Design multicycle_control_unit, sky130hd; sources not shown.
Run 1, supply network:
Pins as bars on the die edge.
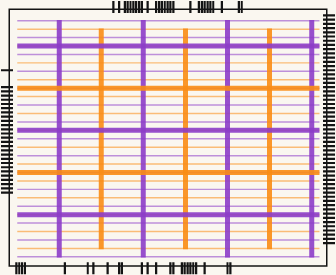
[purple] VSS
[orange] VDD
rows: 28
signal pins: 133
Die Height: 82.3 µm
core area: 0.00743 mm²

Run 1, cell classes on the final placement:
Scale bar: 20 µm.
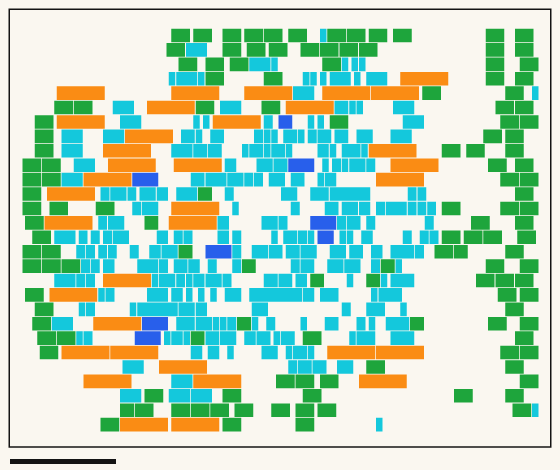
[green] remaining buffers and delay cells | cells: 137 | share of their area: 34%
[blue] clock drivers and dummy loads | cells: 8 | share of their area: 2.5%
[cyan] combinational and other logic | cells: 247 | share of their area: 42%
[orange] sequential cells | cells: 35 | share of their area: 22%
post-route cell area: 0.00413 mm²
post-layout util: 55.6%
flop share of the area: 21.2%
row count: 28

Run 1, clock network drawn from the DEF:
Scale bar: 20 µm.
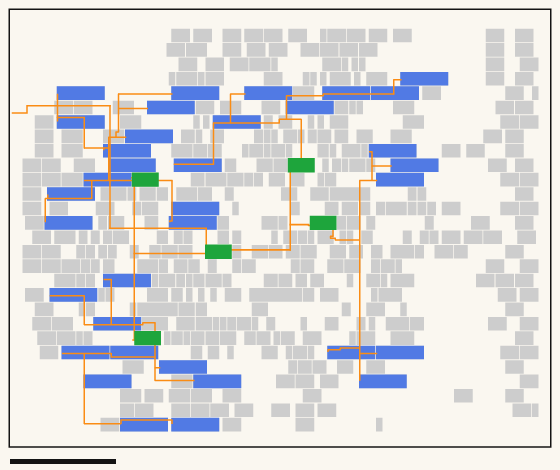
[orange] clock wires | length: 501 µm
[blue] flip-flops | count: 35
[green] clock drivers | count: 5
routed clock nets: 6
clock skew: 6.63 ps
Clk network pwr share: 34.8%
Clock group: 266 µW
Skew-Pair Late Insertion Delay: 290 ps

Run 1, wiring by layer:
Only two layers are drawn.
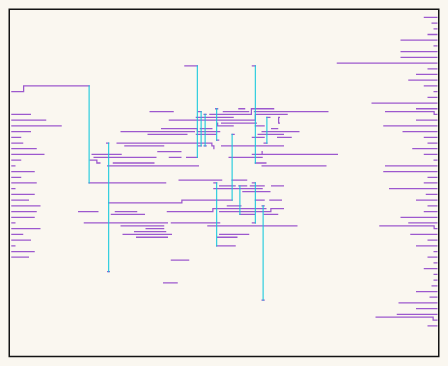
[purple] metal 3 | wire length: 1060 µm
[cyan] metal 4 | wire length: 197 µm
DRT Wirelength: 9360 µm
DR WL/cell: 17.6 µm
Vias: 3125

==> out/qor.txt, run 1 <==
Outcome - complete, no violations
Max FO, Critical Path - 37
Synth top cell by count - buf_4
Area share of and/or/nand/nor cells after synthesis - 17.2%
Flops after synth - 35
Global-route met2 utilization - 34.8%
CP Capture Type - output pin
Max reg flops - 32
Antenna cells - 0
Met3 usage - 4.80%
Post-synthesis area per instance - 8.57 µm²
Clkbuf count - 6
Clock tree sinks - 35
FFs w/ async S/R, synth - 100%
I/O pin total - 133
YS warnings - 0
Dominant kind of cell by area - multi-input combinational cells
YS chip area - 0.00299 mm²
Non-clock buffer share - 32.5%
All-layer global routing usage - 22.0%
FF-to-FF path depth - 3
Mux share - 11.3%
Cell Area, Placed - 0.00403 mm²
Post-Syn Area - 0.00299 mm²
TritonCTS clock tree - built
Crit-path max cell delay - 670 ps
Combinational Gates - 240
Syn Inst Count - 349
Slew Limit Headroom - 54.5%
Post-synth EDFFs - 0
H-tree depth - 2
Area share, top type - 29.3%
Fraction of area in multi-input gates - 40.1%
# port buffers - 125
Main power group - sequential cells
Signal inverters - 7
Largest net degree at the start of global routing - 38
Post-synth cell types - 54
Run 1, clock wiring as the flow saved it:
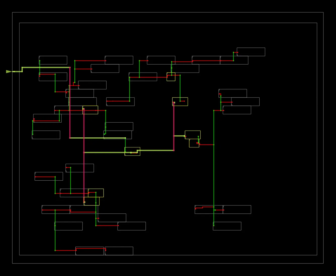

## Run 2: what changed since run 1
--- a/config.mk
+++ b/config.mk
@@ -7,9 +7,10 @@
 export LEC_CHECK = 0
 export CORE_ASPECT_RATIO = 0.8
 export CORE_MARGIN = 2
-export CORE_UTILIZATION = 39
+export CORE_UTILIZATION = 40
+export CTS_BUF_LIST = sky130_fd_sc_hd__clkbuf_8
 export DETAILED_ROUTE_END_ITERATION = 12
-export PLACE_DENSITY = 0.9
+export PLACE_DENSITY = 0.92
 export SLEW_MARGIN = 15
 export SYNTH_ARGS = -nofsm -noshare
 export SYNTH_HDL_FRONTEND = slang
Run 2, clock wiring as the flow saved it:
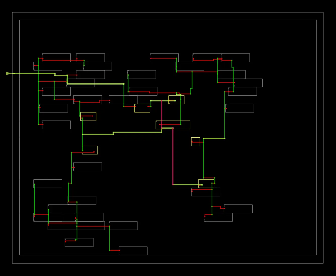
clock tree sinks: 35
flop count: 35
Skew-Pair Late Insertion Delay: 300 ps
clock skew: 2.22 ps
Clock group: 309 µW

==> run 2 against run 1 <==
Final area barely moved. Sequential share of layout area barely moved. Power rose by 5.7%. Cell count fell by 2.8%. Critical path type unchanged. Critical path depth fell by 2. Non-clock buffer count rose by 1. Routed wire length rose by 1.7%. Via count fell by 0.86%. Combinational power barely moved.
==> out/qor.txt, run 2 <==
Row count - 28
Flop share of the area - 21.2%
All-layer global routing usage - 22.7%
Die Height - 81.4 µm
Non-clock buffer share - 32.7%
DRT iter0 DRCs - 392
Placed cells - 510
Post-synth cell types - 54
Leak - 0.00158 µW
YS chip area - 0.00299 mm²
# port buffers - 125
Main power group - sequential cells
Post-synthesis area per instance - 8.57 µm²
Met3 usage - 4.48%
TritonCTS clock tree - built
Syn Inst Count - 349
Clk network pwr share - 38.3%
Fraction of area in multi-input gates - 40.1%
DR WL/cell - 18.4 µm
Slew Limit Headroom - 46.0%
Unrepaired setup endpoints after global routing - no
DRT Wirelength - 9520 µm
Peak VDD IR - 0.155 mV
Post-Syn Area - 0.00299 mm²
I/O pin total - 133
FFs w/ async S/R, synth - 100%
Global-route met2 utilization - 36.5%
Flops after synth - 35
Dominant kind of cell by area - multi-input combinational cells
CP Capture Type - output pin
Clkbuf count - 5
Outcome - complete, no violations
Mux share - 11.3%
Cell Area, Placed - 0.00402 mm²
Largest net degree at the start of global routing - 38
Max reg flops - 32
Commonest Layout Cell - clkdlybuf4s50_1
Post-synth EDFFs - 0
Combinational Gates - 240
Post-layout util - 56.3%
Area share of and/or/nand/nor cells after synthesis - 17.2%
Post-route cell area - 0.00413 mm²
H-tree depth - 2
FF-to-FF path depth - 4
Crit-path max cell delay - 720 ps
Core area - 0.00732 mm²
Vias - 3098
YS warnings - 0
Run 2, supply network:
Pins as bars on the die edge.
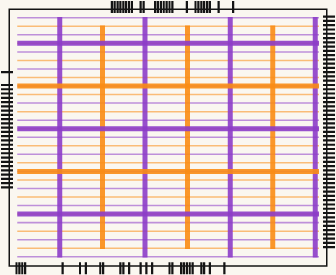

## Run 3: what changed since run 2
--- a/config.mk
+++ b/config.mk
@@ -10,7 +10,7 @@
 export CORE_UTILIZATION = 40
 export CTS_BUF_LIST = sky130_fd_sc_hd__clkbuf_8
 export DETAILED_ROUTE_END_ITERATION = 12
-export PLACE_DENSITY = 0.92
+export PLACE_DENSITY = 0.8
 export SLEW_MARGIN = 15
 export SYNTH_ARGS = -nofsm -noshare
 export SYNTH_HDL_FRONTEND = slang
Run 3, supply network:
Pins as bars on the die edge.
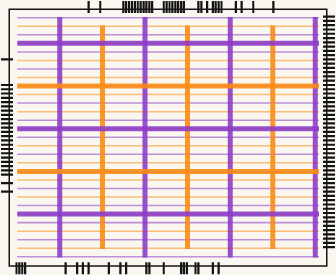
[purple] VSS
[orange] VDD
signal pins: 133
met4 straps: 7
rows: 28
met5 straps: 5
met1 rails: 29
core area: 0.00732 mm²
Die Height: 81.4 µm
Peak VDD IR: 0.155 mV

==> run 3 against run 2 <==
Synthesized cell count unchanged. Die size is the same. Largest cell class unchanged. Highest routed layer unchanged. Global-route usage increased by 0.28 points. Via count up 2.7%.
==> out/qor.txt, run 3 <==
Leak - 0.00159 µW
Post-synthesis area per instance - 8.57 µm²
Vias - 3183
Row count - 28
I/O pin total - 133
Met3 usage - 4.82%
Max FO, Critical Path - 37
# port buffers - 125
CP Capture Type - output pin
Signal inverters - 7
FFs w/ async S/R, synth - 100%
Clk network pwr share - 40.3%
YS warnings - 0
Post-layout util - 56.4%
Post-Syn Area - 0.00299 mm²
Clock group - 336 µW
Post-synth EDFFs - 0
Main power group - sequential cells
Post-route cell area - 0.00413 mm²
Skew-Pair Late Insertion Delay - 300 ps
Mux share - 11.3%
Outcome - complete, no violations
Cell Area, Placed - 0.00401 mm²
Flop share of the area - 21.2%
Dominant kind of cell by area - multi-input combinational cells
FF-to-FF path depth - 3
DR WL/cell - 18.6 µm
Flop count - 35
All-layer global routing usage - 22.9%
Largest net degree at the start of global routing - 38
TritonCTS clock tree - built
Crit-path max cell delay - 670 ps
Area share of and/or/nand/nor cells after synthesis - 17.2%
YS chip area - 0.00299 mm²
Clock skew - 6.34 ps
Global-route met2 utilization - 36.6%
H-tree depth - 2
Commonest Layout Cell - clkdlybuf4s50_1
Syn Inst Count - 349
Clkbuf count - 6
Non-clock buffer share - 32.5%
Fraction of area in multi-input gates - 40.1%
Power is estimated from default activity; no workload was simulated.
